==> src/rtl/pipe_stage_regs.sv <==
// pipe_stage_regs: valid/ready pipeline register (PC + instruction) with a 2-entry skid buffer, flush and NOP bubbles.
// Define PIPE_STAGE_PERF_EN to add the stall_cnt / bubble_cnt performance counters.
module pipe_stage_regs #(
    parameter int                PC_W     = 64,
    parameter int                INST_W   = 32,
    parameter logic [PC_W-1:0]   PC_RST   = 64'h8000_0000,
    parameter logic [INST_W-1:0] INST_RST = 32'h0000_0013
) (
    input  logic              clk,
    input  logic              rst_n,
    input  logic              flush,
    input  logic              in_valid,
    output logic              in_ready,
    input  logic [PC_W-1:0]   in_pc,
    input  logic [INST_W-1:0] in_inst,
    output logic              out_valid,
    input  logic              out_ready,
    output logic [PC_W-1:0]   out_pc,
    output logic [INST_W-1:0] out_inst
`ifdef PIPE_STAGE_PERF_EN
    ,
    output logic [31:0]       stall_cnt,
    output logic [31:0]       bubble_cnt
`endif
);

    typedef enum logic [1:0] {
        ST_EMPTY = 2'd0,
        ST_FULL  = 2'd1,
        ST_SKID  = 2'd2
    } state_t;

    state_t              state;
    logic [PC_W-1:0]     main_pc;
    logic [INST_W-1:0]   main_inst;
    logic [PC_W-1:0]     skid_pc;
    logic [INST_W-1:0]   skid_inst;
    logic                in_fire;
    logic                out_fire;

    // Handshake flags decode only the state register, so out_ready never reaches in_ready.
    assign in_ready  = (state != ST_SKID);
    assign out_valid = (state != ST_EMPTY);
    assign out_pc    = main_pc;
    assign out_inst  = main_inst;
    assign in_fire   = in_valid & in_ready;
    assign out_fire  = out_valid & out_ready;

    always_ff @(posedge clk or negedge rst_n) begin
        if (!rst_n) begin
            state     <= ST_EMPTY;
            main_pc   <= PC_RST;
            main_inst <= INST_RST;
            skid_pc   <= PC_RST;
            skid_inst <= INST_RST;
        end else if (flush) begin
            state     <= ST_EMPTY;
            main_pc   <= PC_RST;
            main_inst <= INST_RST;
            skid_pc   <= PC_RST;
            skid_inst <= INST_RST;
        end else begin
            case (state)
                ST_EMPTY: begin
                    if (in_fire) begin
                        state     <= ST_FULL;
                        main_pc   <= in_pc;
                        main_inst <= in_inst;
                    end
                end
                ST_FULL: begin
                    if (in_fire && out_fire) begin
                        main_pc   <= in_pc;
                        main_inst <= in_inst;
                    end else if (in_fire) begin
                        // Downstream stalled: park the newer entry behind the one on the outputs.
                        state     <= ST_SKID;
                        skid_pc   <= in_pc;
                        skid_inst <= in_inst;
                    end else if (out_fire) begin
                        state     <= ST_EMPTY;
                        main_pc   <= PC_RST;
                        main_inst <= INST_RST;
                    end
                end
                ST_SKID: begin
                    if (out_fire) begin
                        state     <= ST_FULL;
                        main_pc   <= skid_pc;
                        main_inst <= skid_inst;
                        skid_pc   <= PC_RST;
                        skid_inst <= INST_RST;
                    end
                end
                default: begin
                    state     <= ST_EMPTY;
                    main_pc   <= PC_RST;
                    main_inst <= INST_RST;
                end
            endcase
        end
    end

`ifdef PIPE_STAGE_PERF_EN
    // Saturating counters; flush deliberately leaves them alone.
    always_ff @(posedge clk or negedge rst_n) begin
        if (!rst_n) begin
            stall_cnt  <= '0;
            bubble_cnt <= '0;
        end else begin
            if (out_valid && !out_ready && (stall_cnt != 32'hFFFF_FFFF))
                stall_cnt <= stall_cnt + 32'd1;
            if (!out_valid && (bubble_cnt != 32'hFFFF_FFFF))
                bubble_cnt <= bubble_cnt + 32'd1;
        end
    end
`endif

endmodule

==> config.mk <==
export PLATFORM = sky130hd
export DESIGN_NAME = pipe_stage_regs
export DESIGN_NICKNAME = d
export VERILOG_FILES = /design/src/rtl/pipe_stage_regs.sv
export SDC_FILE = /design/constraint.sdc
export NUM_CORES = 1
export LEC_CHECK = 0
export CELL_PAD_IN_SITES_DETAIL_PLACEMENT = 2
export CELL_PAD_IN_SITES_GLOBAL_PLACEMENT = 2
export CORE_MARGIN = 1.5
export CORE_UTILIZATION = 24
export CTS_BUF_LIST = sky130_fd_sc_hd__clkbuf_2 sky130_fd_sc_hd__clkbuf_4 sky130_fd_sc_hd__clkbuf_8
export DETAILED_ROUTE_END_ITERATION = 7
export PLACE_DENSITY_LB_ADDON = 0.1
export SYNTH_ARGS = -nofsm -noshare
export SYNTH_HDL_FRONTEND = slang
export SYNTH_SLANG_ARGS = --single-unit
==> constraint.sdc <==
create_clock -name clk -period 3.65 [get_ports clk]
set_input_delay 0.73 -clock clk [delete_from_list [all_inputs] [get_ports clk]]
set_output_delay 0.73 -clock clk [all_outputs]
set_load 0.01 [all_outputs]
Run 1, the clock network:
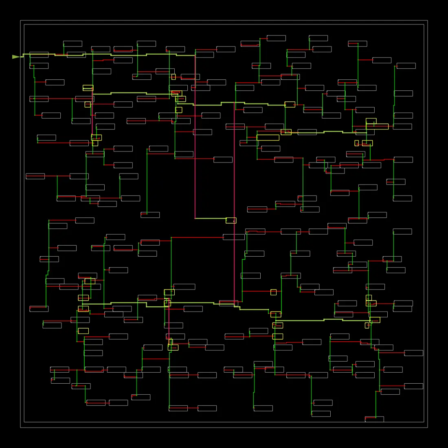
CTS sink count: 194
CTS Buf Count: 17
FFs & Latches: 194

Run 1, placed cells, one colour a class:
Scale: 2 px per µm. Fill, decap, tap and diode cells in grey.
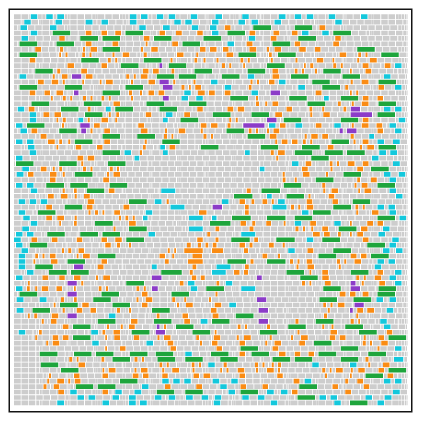
[purple] clock drivers and dummy loads | cells: 32
[green] flops | cells: 194
[orange] combinational and other logic | cells: 600
[cyan] other buffers and delay cells | cells: 221
final core occ: 31.7%
Rows: 72

Run 1, clock distribution:
Scale: 3 px per µm.
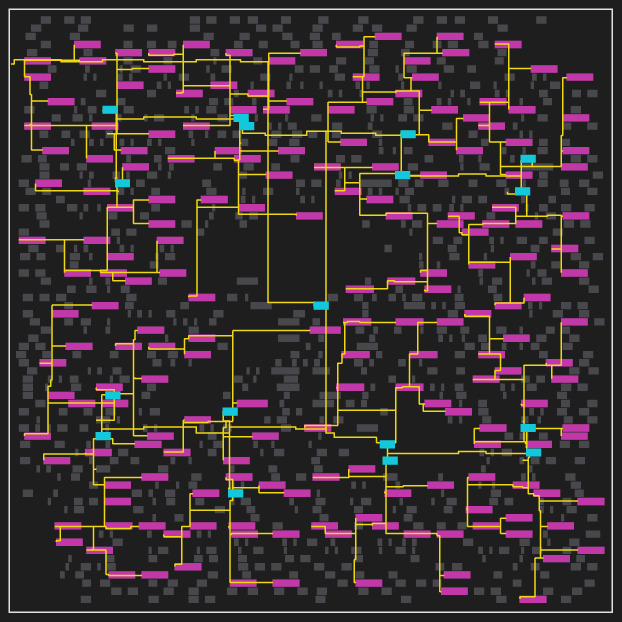
[cyan] clock drivers | count: 17
[yellow] clock wires | length: 3220 µm
[magenta] flip-flops | count: 194
flops lie: spread over the die
clock skew: 10.3 ps
Clk pwr share: 30.2%

Run 1, close-up of the layout:
Window x 88 to 113, y 88 to 113 µm. Cells in grey, sequential cells in the stronger grey; small squares are vias.
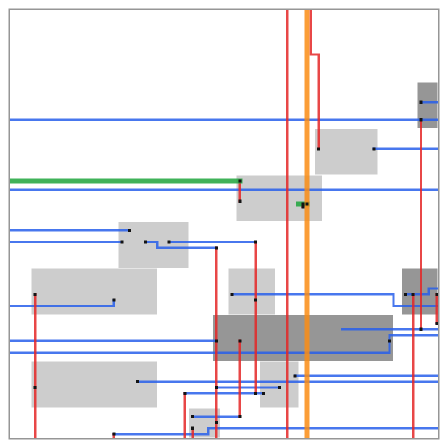
[blue] metal 1
[red] metal 2
[orange] metal 4
[green] metal 3
netlist names of flops here include: state (1)
sequential cells in the window: 1
cells with their middle in the window: 9
most frequent: buf_12 (2)

==> impl_metrics.py, run 1 <==
# Physical implementation metrics
metrics = {
    "run_status": {
        "status": "finished, final reports clean",
    },
    "clock_network": {
        "path_clk_slew_ps": 100,
        "cts_setup_buffers": 0,
        "clk_latency_ps": 500,
    },
    "final_timing": {
        "clock.fmax_mhz": 314,
        "fin_setup_tns_ps": 0,
        "final_max_slew_viol_count": 0,
        "holdWs_ps": 301,
        "worst_pin_slew_ps": 772,
    },
    "global_route": {
        "grt_use_met3_pct": 3.47,
        "use_met2_pct": 25.6,
        "grt_max_degree": 125,
    },
    "logic_synthesis": {
        "yosys-top-cells-area": "dfrtp_1 50%, mux2i_1 9.8%, a22o_1 8.6%",
        "common_cells": "186 x dfrtp_1, 186 x nand2_1, 92 x a22o_1, 92 x mux2i_1, 92 x o2bb2ai_1",
        "async_flop_share_pct": 100,
        "fp_nets": 980,
        "ys_warn_count": 0,
        "topCombFamilyByArea": "AND-OR/OR-AND gates",
        "yosysTopAreaCellShare_pct": 49.7,
        "ys_sh_simple_pct": 8.80,
        "synth_flops": 194,
    },
    "critical_path": {
        "cp.depth": 3,
        "critPathTopFamily": "flip-flops",
        "crit_end": "in_ready",
        "max_stage_delay_ps": 720,
        "rr_endpoint": "out_pc[62]",
    },
    "route": {
        "first_pass_iters": 4,
        "drc_errors": 0,
    },
    "power_and_ir_drop": {
        "power.total_mw": 4.98,
        "leakage_nw": 4.90,
        "internal_power_mw": 3.51,
        "pg_seq_mw": 2.46,
    },
    "layout": {
        "clockBufferCount": 23,
        "logic_gate_count": 595,
        "stdcell_count": 1566,
        "flop_area_um2": 4870,
        "drive_above_1_share_pct": 6.97,
    },
    "die": {
        "core_um2": 38600,
        "die_w_um": 201,
    },
    "flow_run": {
        "warning_count": 29,
    },
}
Run 1, cell area per tile:
Scale: 1.5 px per µm. The die is cut into 20 by 20 equal tiles; black is low, pale yellow is high, 0 to 100% covered.
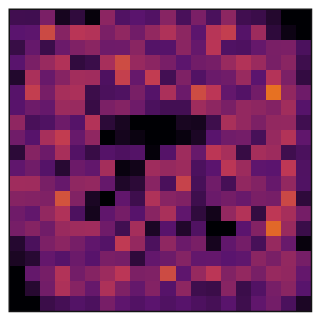

## Run 2: what changed since run 1
Clock period 3.65 ns to 2.6 ns, I/O delays scaled along.
Run 2, cell area per tile:
Scale: 1.5 px per µm. The die is cut into 20 by 20 equal tiles; black is low, pale yellow is high, 0 to 100% covered.
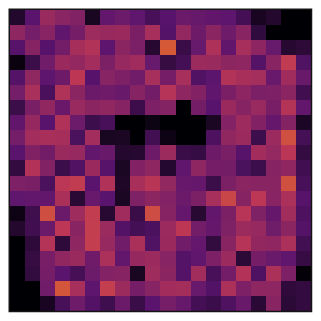
mean over tiles: 29%
emptiest ninth of the die: centre
nearly empty tiles: 5.5%
fullest tile: 60%
area of the core: 38600 µm²
final core occ: 32.3%
Pre-Place Util: 24.3%

==> impl_metrics.py, run 2 <==
# Physical implementation metrics
metrics = {
    "layout": {
        "stdcell_count": 1587,
        "drive_above_1_share_pct": 8.80,
        "flop_area_um2": 4870,
        "seq_cells": 194,
    },
    "final_timing": {
        "clock.fmax_mhz": 404,
        "worst_pin_slew_ps": 905,
        "holdWs_ps": 41.4,
        "finClkSkew_ps": 16.5,
    },
    "logic_synthesis": {
        "yosys-top-cells-area": "dfrtp_1 50%, mux2i_1 9.8%, a22o_1 8.6%",
        "common_cells": "186 x dfrtp_1, 186 x nand2_1, 92 x a22o_1, 92 x mux2i_1, 92 x o2bb2ai_1",
        "yosysTopAreaCellShare_pct": 49.7,
        "fp_nets": 980,
        "async_flop_share_pct": 100,
    },
    "critical_path": {
        "cp.depth": 2,
        "rr_endpoint": "skid_pc[18]",
        "crit_end": "out_valid",
        "critPathTopFamily": "flip-flops",
    },
    "power_and_ir_drop": {
        "leakage_nw": 5.02,
        "clockPowerShare_pct": 30.5,
        "pg_seq_mw": 3.45,
        "power.total_mw": 7.10,
    },
    "global_route": {
        "use_met2_pct": 26.4,
        "grt_max_degree": 65,
    },
    "clock_network": {
        "numClockSinks": 194,
        "clk_latency_ps": 500,
        "cts_setup_buffers": 0,
        "numCtsBuffers": 17,
    },
    "die": {
        "std_cell_rows": 72,
    },
    "run_status": {
        "status": "finished, final reports clean",
    },
    "flow_run": {
        "warning_count": 26,
    },
    "route": {
        "first_pass_iters": 4,
    },
}
Run 2, placed cells, one colour a class:
Scale: 2 px per µm. Fill, decap, tap and diode cells in grey.
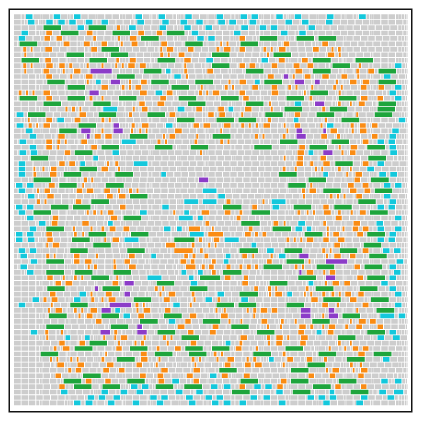
[cyan] other buffers and delay cells | cells: 242
[purple] clock drivers and dummy loads | cells: 32
[orange] combinational and other logic | cells: 600
[green] flops | cells: 194
Final Instance Area: 12500 µm²
Seq area share: 39.1%

Run 2, close-up of the layout:
Window x 88 to 113, y 88 to 113 µm. Cells in grey, sequential cells in the stronger grey; small squares are vias.
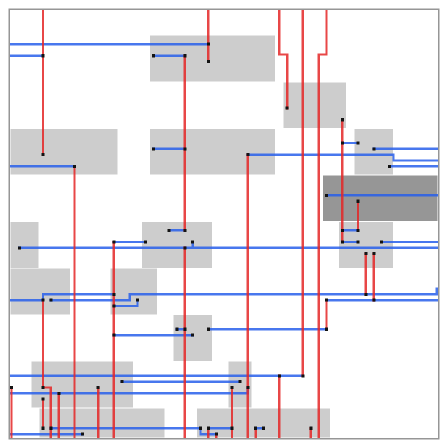

## Run 3: what changed since run 2
Settings changed: CTS_BUF_LIST sky130_fd_sc_hd__clkbuf_2 sky130_fd_sc_hd__clkbuf_4 sky130_fd_sc_hd__clkbuf_8 to sky130_fd_sc_hd__clkbuf_16.
Run 3, close-up of the layout:
Window x 88 to 113, y 88 to 113 µm. Cells in grey, sequential cells in the stronger grey; small squares are vias.
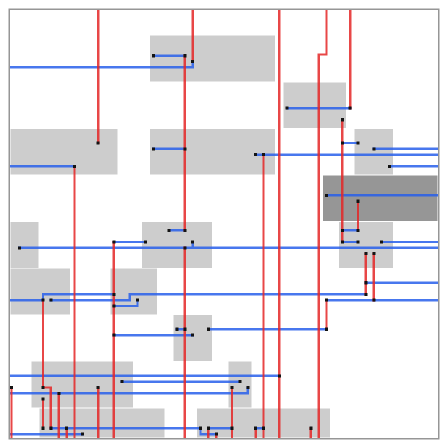

==> impl_metrics.py, run 3 <==
# Physical implementation metrics
metrics = {
    "logic_synthesis": {
        "ys_sh_mux_pct": 9.83,
        "fp_nets": 980,
        "ys_sh_simple_pct": 8.80,
        "yosysTopAreaCellShare_pct": 49.7,
        "async_flop_share_pct": 100,
        "synth-main-ff-cell": "dfrtp_1",
        "synth_flops": 194,
        "yosys-top-cells-area": "dfrtp_1 50%, mux2i_1 9.8%, a22o_1 8.6%",
        "common_cells": "186 x dfrtp_1, 186 x nand2_1, 92 x a22o_1, 92 x mux2i_1, 92 x o2bb2ai_1",
    },
    "die": {
        "std_cell_rows": 72,
        "die_w_um": 201,
        "core_um2": 38600,
        "fp-utilization_pct": 24.3,
    },
    "power_and_ir_drop": {
        "leakage_nw": 5.10,
        "clockPowerShare_pct": 36.0,
        "internal_power_mw": 5.51,
        "pg_seq_mw": 3.46,
        "power.total_mw": 7.71,
    },
    "layout": {
        "logic_gate_count": 595,
        "clock_cell_area_share_pct": 4.69,
        "drive_above_1_share_pct": 8.61,
        "stdcell_count": 1587,
        "clockBufferCount": 17,
        "flop_area_um2": 4870,
    },
    "clock_network": {
        "cts_setup_buffers": 0,
        "path_clk_slew_ps": 70,
        "numClockSinks": 194,
        "clk_latency_ps": 450,
    },
    "final_timing": {
        "fin_setup_tns_ps": 0,
        "holdWs_ps": 93.7,
        "finClkSkew_ps": 11.4,
        "clock.fmax_mhz": 408,
    },
    "run_status": {
        "status": "finished, final reports clean",
    },
    "flow_run": {
        "warning_count": 26,
    },
    "critical_path": {
        "rr_endpoint": "skid_pc[18]",
        "start_kind": "flip-flop",
        "crit_end": "in_ready",
        "cp.depth": 3,
    },
    "route": {
        "first_pass_iters": 4,
        "drc_errors": 0,
        "dr_wl_met3_um": 875,
    },
    "global_route": {
        "grt_use_met3_pct": 2.95,
        "use_met2_pct": 26.4,
        "grt_max_degree": 65,
    },
}
Run 3, placed cells, one colour a class:
Scale: 2 px per µm. Fill, decap, tap and diode cells in grey.
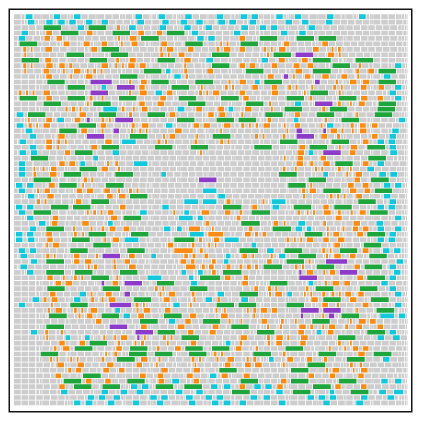
Final Instance Area: 12600 µm²
Seq area share: 38.6%
final core occ: 32.7%

Power is estimated from default activity; no workload was simulated.
